==> run_1/closeup.png <==
Region (25, 116) to (65, 156) um. Cells in grey, sequential cells in the stronger grey; small squares are vias.
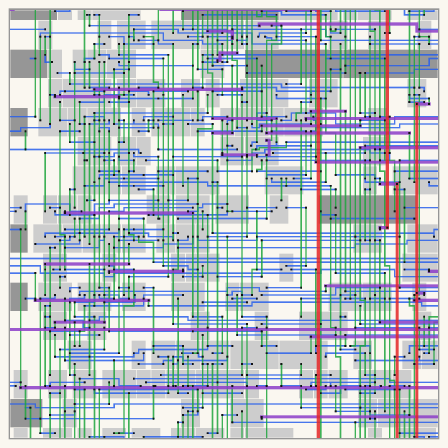
==> run_1/ff_map.png <==
Bar = 50 um. Other sequential cells in the stronger grey, the rest of the logic in the fainter grey.
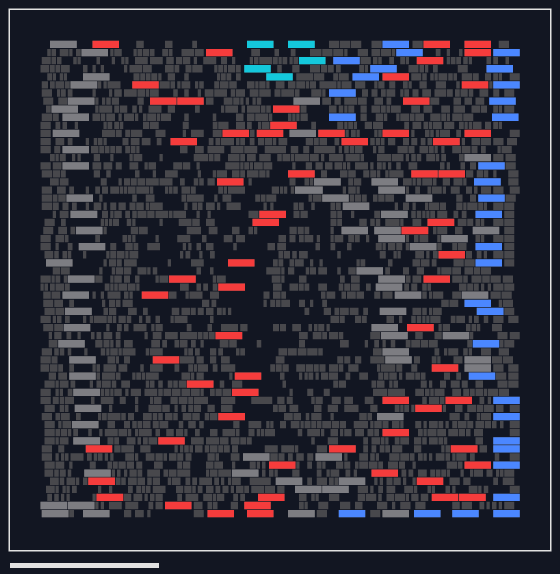
==> run_1/clock_nets.png <==
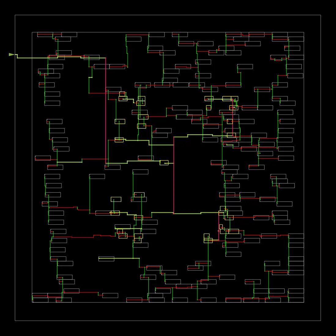
==> src/rtl/cpu_types_pkg.sv <==
// Shared CPU types: multiply/divide opcode encoding and small opcode helpers.
package cpu_types_pkg;

    typedef enum logic [1:0] {
        MD_MULT  = 2'd0,
        MD_MULTU = 2'd1,
        MD_DIV   = 2'd2,
        MD_DIVU  = 2'd3
    } muldiv_op_t;

    function automatic logic op_is_div(input muldiv_op_t op);
        return (op == MD_DIV) || (op == MD_DIVU);
    endfunction

    function automatic logic op_is_signed(input muldiv_op_t op);
        return (op == MD_MULT) || (op == MD_DIV);
    endfunction

endpackage

==> src/rtl/muldiv_step.sv <==
// One radix-2 iteration: shift-add multiply or restoring divide on a shared 2*WIDTH+1 accumulator.
module muldiv_step
    import cpu_types_pkg::*;
#(
    parameter int unsigned WIDTH = 32
) (
    input  logic [2*WIDTH:0] acc_i,
    input  logic [WIDTH-1:0] opnd_i,
    input  muldiv_op_t       op_i,
    output logic [2*WIDTH:0] acc_o,
    output logic             q_bit_o
);

    logic [WIDTH:0]   mul_sum;
    logic [2*WIDTH:0] shl;
    logic [WIDTH+1:0] trial;

    // Multiply: {carry,hi} += multiplicand when lsb set, then shift right.
    // Divide: shift left, trial-subtract divisor from the upper half, keep if no borrow.
    always_comb begin
        mul_sum = acc_i[2*WIDTH:WIDTH] + (acc_i[0] ? {1'b0, opnd_i} : {(WIDTH+1){1'b0}});
        shl     = {acc_i[2*WIDTH-1:0], 1'b0};
        trial   = {1'b0, shl[2*WIDTH:WIDTH]} - {2'b00, opnd_i};
        acc_o   = {1'b0, mul_sum, acc_i[WIDTH-1:1]};
        q_bit_o = 1'b0;
        if (op_is_div(op_i)) begin
            q_bit_o = ~trial[WIDTH+1];
            acc_o   = trial[WIDTH+1] ? shl : {trial[WIDTH:0], shl[WIDTH-1:0]};
        end
    end

endmodule

==> src/rtl/muldiv_unit.sv <==
// Iterative EX-stage multiply/divide unit owning the architectural HI/LO registers.
module muldiv_unit
    import cpu_types_pkg::*;
#(
    parameter int unsigned WIDTH = 32
) (
    input  logic             CLK,
    input  logic             nRST,
    input  logic             start,
    input  muldiv_op_t       op,
    input  logic [WIDTH-1:0] rs_val,
    input  logic [WIDTH-1:0] rt_val,
    input  logic             hilo_read,
    input  logic             mthi,
    input  logic             mtlo,
    input  logic             flush,
    output logic [WIDTH-1:0] hi,
    output logic [WIDTH-1:0] lo,
    output logic             busy,
    output logic             done,
    output logic             stall_req
);

    localparam int unsigned CNT_W = $clog2(WIDTH);
    localparam int unsigned ACC_W = 2*WIDTH + 1;

    typedef enum logic [1:0] {MD_IDLE, MD_CALC, MD_FIX} md_state_t;

    md_state_t        state_q, state_d;
    logic [CNT_W-1:0] count_q, count_d;
    logic [ACC_W-1:0] acc_q, acc_d;
    logic [WIDTH-1:0] opnd_q, opnd_d;
    muldiv_op_t       op_q, op_d;
    logic             neg_res_q, neg_res_d;
    logic             neg_rem_q, neg_rem_d;
    logic             dz_q, dz_d;
    logic [WIDTH-1:0] hi_q, hi_d, lo_q, lo_d;
    logic             done_q, done_d;

    logic [ACC_W-1:0]   step_acc;
    logic               step_q;
    logic [WIDTH-1:0]   rs_abs, rt_abs, quo, rem;
    logic [2*WIDTH-1:0] prod;

    muldiv_step #(.WIDTH(WIDTH)) u_step (
        .acc_i   (acc_q),
        .opnd_i  (opnd_q),
        .op_i    (op_q),
        .acc_o   (step_acc),
        .q_bit_o (step_q)
    );

    always_ff @(posedge CLK or negedge nRST) begin
        if (!nRST) begin
            state_q   <= MD_IDLE;
            count_q   <= '0;
            acc_q     <= '0;
            opnd_q    <= '0;
            op_q      <= MD_MULT;
            neg_res_q <= 1'b0;
            neg_rem_q <= 1'b0;
            dz_q      <= 1'b0;
            hi_q      <= '0;
            lo_q      <= '0;
            done_q    <= 1'b0;
        end else begin
            state_q   <= state_d;
            count_q   <= count_d;
            acc_q     <= acc_d;
            opnd_q    <= opnd_d;
            op_q      <= op_d;
            neg_res_q <= neg_res_d;
            neg_rem_q <= neg_rem_d;
            dz_q      <= dz_d;
            hi_q      <= hi_d;
            lo_q      <= lo_d;
            done_q    <= done_d;
        end
    end

    always_comb begin
        state_d   = state_q;
        count_d   = count_q;
        acc_d     = acc_q;
        opnd_d    = opnd_q;
        op_d      = op_q;
        neg_res_d = neg_res_q;
        neg_rem_d = neg_rem_q;
        dz_d      = dz_q;
        hi_d      = hi_q;
        lo_d      = lo_q;
        done_d    = 1'b0;

        rs_abs = (op_is_signed(op) && rs_val[WIDTH-1]) ? -rs_val : rs_val;
        rt_abs = (op_is_signed(op) && rt_val[WIDTH-1]) ? -rt_val : rt_val;
        prod   = neg_res_q ? -acc_q[2*WIDTH-1:0] : acc_q[2*WIDTH-1:0];
        rem    = neg_rem_q ? -acc_q[2*WIDTH-1:WIDTH] : acc_q[2*WIDTH-1:WIDTH];
        // Divide-by-zero forces an all-ones quotient regardless of sign correction.
        quo    = dz_q ? '1 : (neg_res_q ? -acc_q[WIDTH-1:0] : acc_q[WIDTH-1:0]);

        case (state_q)
            MD_IDLE: begin
                if (!flush) begin
                    if (start) begin
                        acc_d     = {{(WIDTH+1){1'b0}}, rs_abs};
                        opnd_d    = rt_abs;
                        op_d      = op;
                        neg_res_d = op_is_signed(op) & (rs_val[WIDTH-1] ^ rt_val[WIDTH-1]);
                        neg_rem_d = (op == MD_DIV) & rs_val[WIDTH-1];
                        dz_d      = op_is_div(op) & (rt_val == '0);
                        count_d   = '0;
                        state_d   = MD_CALC;
                    end else begin
                        if (mthi) hi_d = rs_val;
                        if (mtlo) lo_d = rs_val;
                    end
                end
            end
            MD_CALC: begin
                if (flush) begin
                    state_d = MD_IDLE;
                end else begin
                    acc_d   = {step_acc[ACC_W-1:1], step_acc[0] | step_q};
                    count_d = count_q + CNT_W'(1);
                    if (count_q == CNT_W'(WIDTH-1)) state_d = MD_FIX;
                end
            end
            MD_FIX: begin
                state_d = MD_IDLE;
                if (!flush) begin
                    done_d = 1'b1;
                    if (op_is_div(op_q)) begin
                        hi_d = rem;
                        lo_d = quo;
                    end else begin
                        hi_d = prod[2*WIDTH-1:WIDTH];
                        lo_d = prod[WIDTH-1:0];
                    end
                end
            end
            default: state_d = MD_IDLE;
        endcase
    end

    assign hi        = hi_q;
    assign lo        = lo_q;
    assign done      = done_q;
    assign busy      = (state_q != MD_IDLE);
    assign stall_req = busy & (start | hilo_read | mthi | mtlo);

endmodule

==> config.mk <==
export PLATFORM = sky130hd
export DESIGN_NAME = muldiv_unit
export DESIGN_NICKNAME = d
export VERILOG_FILES = /design/src/rtl/cpu_types_pkg.sv /design/src/rtl/muldiv_step.sv /design/src/rtl/muldiv_unit.sv
export SDC_FILE = /design/constraint.sdc
export NUM_CORES = 1
export LEC_CHECK = 0
export CAP_MARGIN = 10
export CORE_MARGIN = 10
export CORE_UTILIZATION = 55
export CTS_BUF_LIST = sky130_fd_sc_hd__clkbuf_8
export DETAILED_ROUTE_END_ITERATION = 8
export PLACE_DENSITY = 0.77
export SLEW_MARGIN = 15
export SYNTH_ARGS = -nofsm -noshare
export SYNTH_HDL_FRONTEND = slang
export SYNTH_SLANG_ARGS = --single-unit
==> constraint.sdc <==
create_clock -name CLK -period 4.3 [get_ports CLK]
set_input_delay 0.645 -clock CLK [delete_from_list [all_inputs] [get_ports CLK]]
set_output_delay 0.645 -clock CLK [all_outputs]
set_load 0.05 [all_outputs]
==> flow_summary.json, run 1 <==
{
  "cp_common_cell": "o21ai_0",
  "slew_headroom_pct": 37.75,
  "total_power_w": 0.01100,
  "stdcell_area_um2": 16660,
  "cp-start-kind": "flip-flop",
  "row_count": 59,
  "flop_cell": "dfrtp_1",
  "vias": 14370,
  "yosys.area_share.aoi_pct": 25.34,
  "top_cell": "nand2_1",
  "die_h_um": 181.6,
  "dp.cells": 2280,
  "cts-root-buf": "clkbuf_8",
  "required_ps": 4710,
  "area_growth_pct": 15.99,
  "cts_buffer_depth": 2,
  "cts_hold_buf": 0,
  "drc": 0,
  "p_seq_share_pct": 24.8,
  "chipWidth_um": 181.6,
  "synth_top_area_share_pct": 30.14,
  "ff2ff_setup_slack_ps": 430,
  "maxSlewViolCount": 0,
  "leakage_nw": 7.165,
  "ys_sh_xor_pct": 10.06,
  "drt_iter0_drc": 1350,
  "cts_tree": "built",
  "seq-power_w": 0.00273,
  "warning_count": 26,
  "final_nets": 2109,
  "ys_ff": 173,
  "htree_levels": 4,
  "status": "completed",
  "first_global_vias": 14070,
  "r2r-start": "acc_q[31]",
  "crit_arrival_ps": 4280,
  "n_antenna_cell": 0,
  "crit_slowest_cell": "fa_1",
  "period_used_pct": 89.91,
  "synth.yosys.num_cells": 1858
}
Notes on closeup.png above:
Purple marks M3. Blue marks M1. Red marks M4. Green marks M2.
Most frequent: nand2_1 (17), a21oi_1 (12), nor2_1 (11). Sequential cells in the window: 3. 120 logic cells have their middle in the window. Netlist names of flops here include acc_q (3).

Notes on ff_map.png above:
Blue marks lo, placed flops 32. Cyan marks count_q, placed flops 5, where north. Red marks acc_q, placed flops 65.
Another 71 sequential cells are not coloured.

Notes on clock_nets.png above:
flop count: 173
total CTS buffers: 17
Clock Power: 0.00121 W
clk_skew: 26.11 ps
clock buffers: 17

-- run 1: metal layers --
metal | vias to the layer above | GRT usage (%) | share of wire [%]
li1 | 6890 | - | -
met3 | 89 | 4.314 | 6.8
met1 | 6816 | 36.82 | 43
met4 | 0 | 11.78 | 3.7
met5 | - | 0 | 0
met2 | 579 | 47.08 | 47
-- run 1: worst max-delay path: cells and delay by family, from the launching register on --
kind	cells	cell delay (ps)
AND-OR/OR-AND	6	1850
AND/OR/NAND/NOR	3	820
adder cells (fa/ha/maj)	2	600
buffers and inverters	2	140
flip-flops	1	390
-- run 1: cell type report --
type | instances | area share (%)
sequential | 173 | 26.00
timing repair buffer | 196 | 11.08
inverter | 57 | 1.284
clock inverter | 15 | 1.029
multi-input combinational | 1519 | 56.69
clock buffer | 17 | 1.405
tap | 335 | 2.516
-- run 1: layout by cell type, fill, tap and decap left out, drive strengths merged, types with 10 or more instances in the layout --
cell           synthesis  final
and3                  16     16
o21a                  15     15
clkdlybuf4s50          0    138
xnor2                 96     96
o211ai                13     13
nand2b                23     23
inv                   57     63
o21ai                246    246
nor2                 138    138
mux2i                 38     38
a211oi                13     13
o41ai                 13     13
nor4                  26     26
nand3                 36     36
dfrtp                173    173
nor3                  32     32
o21bai                12     12
ha                    70     70
xor2                  69     69
a21o                  21     21
or3                   23     23
nand4                 10     10
a22oi                 13     13
a31oi                 15     15
o22ai                 32     32
a21oi                133    133
or4                   17     17
clkbuf                96     17
buf                   13     58
o31ai                 23     23
nor2b                 16     16
nand2                264    264
-- run 1: per-stage QoR --
step                hold slack [ps]  util (%)  setup slack (ps)
floorplan                     349.4         -              1033
global placement              459.2     62.69             496.1
detailed placement            469.4     62.69             431.0
CTS                           233.1     64.26             363.7
global route                  236.1     64.29             169.0
finish                        193.3     64.29             433.8
==> inputs of run 2 (changes only) <==
--- a/config.mk
+++ b/config.mk
@@ -11,6 +11,7 @@
 export CTS_BUF_LIST = sky130_fd_sc_hd__clkbuf_8
 export DETAILED_ROUTE_END_ITERATION = 8
 export PLACE_DENSITY = 0.77
+export SKIP_CTS_REPAIR_TIMING = 1
 export SLEW_MARGIN = 15
 export SYNTH_ARGS = -nofsm -noshare
 export SYNTH_HDL_FRONTEND = slang
==> run_2/layers.png <==
Two of the layers only.
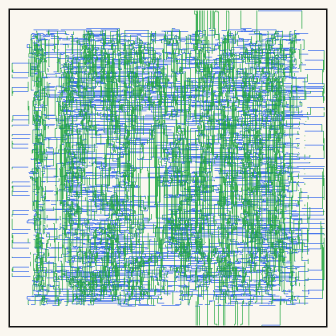
Blue marks M1, wire length 20.7 mm. Green marks M2, wire length 22.6 mm.
GRT Resource Usage Total: 28.62%
Wirelength per Cell: 20.90 um
Detailed Route WL: 48.33 mm

==> run 2 against run 1 <==
Critical path depth unchanged. Cell area unchanged. Register-to-register slack about the same. Via count unchanged. Largest power group unchanged. Utilization unchanged. Hold slack unchanged.
==> flow_summary.json, run 2 <==
{
  "top_layer": "met4",
  "top_cell": "nand2_1",
  "wl_met3_mm": 3.268,
  "chipWidth_um": 181.6,
  "cts-root-buf": "clkbuf_8",
  "wl_met1_mm": 20.72,
  "first_global_vias": 14070,
  "vias": 14370,
  "cp-start-kind": "flip-flop",
  "synth.yosys.num_cells": 1858,
  "crit_cells": 13,
  "leakage_nw": 7.165,
  "flop_cell": "dfrtp_1",
  "ys_ff": 173,
  "hold_slack_ps": 193.3,
  "final_nets": 2109,
  "cp_top_family": "AND-OR/OR-AND gates",
  "status": "completed",
  "pre_cts_slack_ps": 431.0,
  "drt_iter0_drc": 1350,
  "warning_count": 26,
  "area_growth_pct": 15.99,
  "lay_top_cells": "264 x nand2_1, 237 x o21ai_0, 172 x dfrtp_1",
  "path_buffers": 2,
  "fin_ws_ps": 433.8,
  "dp.cells": 2280,
  "lay_top_count": "nand2_1"
}
[run 2: cell counts in the layout (fill, tap and decap cells not counted)]
Identical to the previous run, type by type.
[run 2: cell families (layout without fill, tap and decap cells)]
| family | after synthesis | in the layout | synth area share [%] |
|---|---|---|---|
| compound gates | 604 | 604 | 25.34 |
| xor+xnor | 165 | 165 | 10.06 |
| fa+ha+maj | 72 | 72 | 6.377 |
| buf+inv | 166 | 285 | 4.461 |
| flops | 173 | 173 | 30.14 |
| mux | 41 | 41 | 2.884 |
| simple gates | 637 | 637 | 20.73 |
[run 2: cell type report]
cell class              instances  area [um2]
repair buffers                196        1846
clock buffers                  17       234.0
flip-flops and latches        173        4330
well taps                     335       419.2
multi-input cells            1519        9443
inverters                      57       214.0
clock inverters                15       171.4
fillers                      2328        9254
[run 2: per-layer routing]
metal  vias to the layer above  track usage (%)
met5                         -                0
met4                         0            11.78
met3                        89            4.314
li1                       6890                -
met2                       579            47.08
met1                      6816            36.82
[run 2: where the power goes]
group | internal [W] | switching, W
clock network | 0.000443 | 0.000766
registers | 0.00212 | 0.000609
logic | 0.00273 | 0.00434
total | 0.00529 | 0.00571
[run 2: worst paths after layout]
path / startpoint / end / slack (ps)
worst max-delay path: acc_q[31] / acc_q[64] / 430
worst min-delay path: nRST / acc_q[24] / 190
worst max register to register: acc_q[31] / acc_q[64] / 430
worst min register to register: opnd_q[13] / opnd_q[13] / 490
max in group asynchronous: nRST / opnd_q[17] / 3080
min in group CLK: opnd_q[13] / opnd_q[13] / 490
[run 2: metrics by stage]
stage	util (%)	cell area [um2]	power, W
after detailed placement	62.69	16240	0.009711
after global placement	62.69	16240	0.009591
after floorplan	-	14360	0.007624
after global routing	64.29	16660	0.01185
final	64.29	16660	0.01100
after CTS	64.26	16650	0.01092
==> run_2/clock_nets.png <==
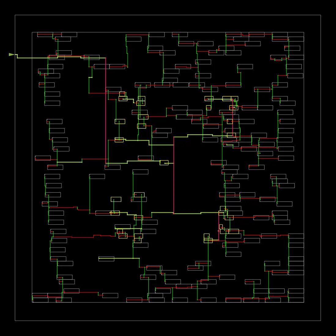

==> inputs of run 3 (changes only) <==
--- a/config.mk
+++ b/config.mk
@@ -7,10 +7,9 @@
 export LEC_CHECK = 0
 export CAP_MARGIN = 10
 export CORE_MARGIN = 10
-export CORE_UTILIZATION = 55
+export CORE_UTILIZATION = 44
 export CTS_BUF_LIST = sky130_fd_sc_hd__clkbuf_8
 export DETAILED_ROUTE_END_ITERATION = 8
-export PLACE_DENSITY = 0.77
 export SKIP_CTS_REPAIR_TIMING = 1
 export SLEW_MARGIN = 15
 export SYNTH_ARGS = -nofsm -noshare
==> run_3/clock_nets.png <==
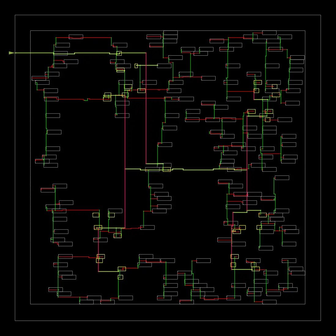
Latency at later pin: 520 ps
clk_skew: 24.12 ps
Sink Count: 173
Clock Power: 0.00117 W

==> run 3 against run 2 <==
Combinational power grew 1%. Via count shrank 2.2%. Fmax is essentially flat. Register-to-register slack is essentially flat. Critical path type unchanged.
==> flow_summary.json, run 3 <==
{
  "drt_iter0_drc": 1033,
  "flop_cell": "dfrtp_1",
  "clock_cell_area_share_pct": 2.235,
  "seq_area_share_pct": 25.70,
  "wl_met1_mm": 22.80,
  "p_seq_share_pct": 24.7,
  "combPwrFrac_pct": 64.7,
  "comb_share_pct": 56.03,
  "status": "completed",
  "filler_cell_count": 3266,
  "place_area_um2": 16470,
  "lay_top_cells": "264 x nand2_1, 236 x o21ai_0, 172 x dfrtp_1",
  "grtUsageMet3_pct": 2.921,
  "final-comb-area_um2": 9440,
  "largest_class": "multi-input combinational cells",
  "mux_share_pct": 2.884,
  "post-route-util_pct": 52.05,
  "synthTopLogicFamily": "AND-OR/OR-AND gates",
  "wl_mm": 49.41,
  "nWellTaps": 442,
  "warning_count": 26,
  "grtUsageTotal_pct": 24.11,
  "top_layer": "met4",
  "vias": 14060,
  "chipWidth_um": 200.7,
  "first_global_vias": 13530
}
==> run 3: how the worst max path moves through the flow <==
| stage | start | to | slack [ps] | cells after the start |
|---|---|---|---|---|
| global route | acc_q[31] | acc_q[64] | 210 | 14 |
| floorplan | acc_q[4] | hi[13] | 1030 | 12 |
| finish | acc_q[31] | acc_q[64] | 440 | 14 |
| CTS | acc_q[31] | acc_q[64] | 510 | 14 |
| global placement | acc_q[0] | hi[21] | 660 | 9 |
| detailed placement | acc_q[31] | acc_q[64] | 550 | 14 |
==> run 3: logic make-up (layout without fill, tap and decap cells) <==
family / after synthesis / in the layout
adder cells (fa/ha/maj): 72 / 72
XOR/XNOR: 165 / 165
AND-OR/OR-AND: 604 / 604
buffers and inverters: 166 / 292
AND/OR/NAND/NOR: 637 / 637
flip-flops: 173 / 173
multiplexers: 41 / 41
==> run 3: power by group through the flow <==
stage          Clock (W)  Sequential (W)  Combinational, W
2_1_floorplan          0         0.00316           0.00446
3_3_place_gp           0         0.00273           0.00705
3_5_place_dp           0         0.00275           0.00706
4_1_cts          0.00121         0.00271           0.00709
5_1_grt          0.00126         0.00280           0.00787
6_report         0.00117         0.00272           0.00714
==> run 3: metrics by stage <==
step	cells	setup slack, ps	hold WS [ps]
2_1_floorplan	1858	1033	349.4
3_3_place_gp	2394	657.0	458.1
3_5_place_dp	2394	554.0	469.0
4_1_cts	2426	508.1	246.3
5_1_grt	2426	214.3	268.9
6_report	2426	436.7	216.8
==> run 3: critical path, cell delays in order, from the launching register on <==
cell and delay (ps):
dfrtp_1 430, inv_1 120, ha_1 190, inv_1 60, fa_1 440, a211oi_1 350
o21ai_0 300, and3_1 280, o21ai_0 170, buf_4 160, a21oi_1 90, o41ai_1 490
o21ai_0 200, or4_1 430, nand3_1 90
Power figures rest on the tool's default switching activity, not on a simulated workload.
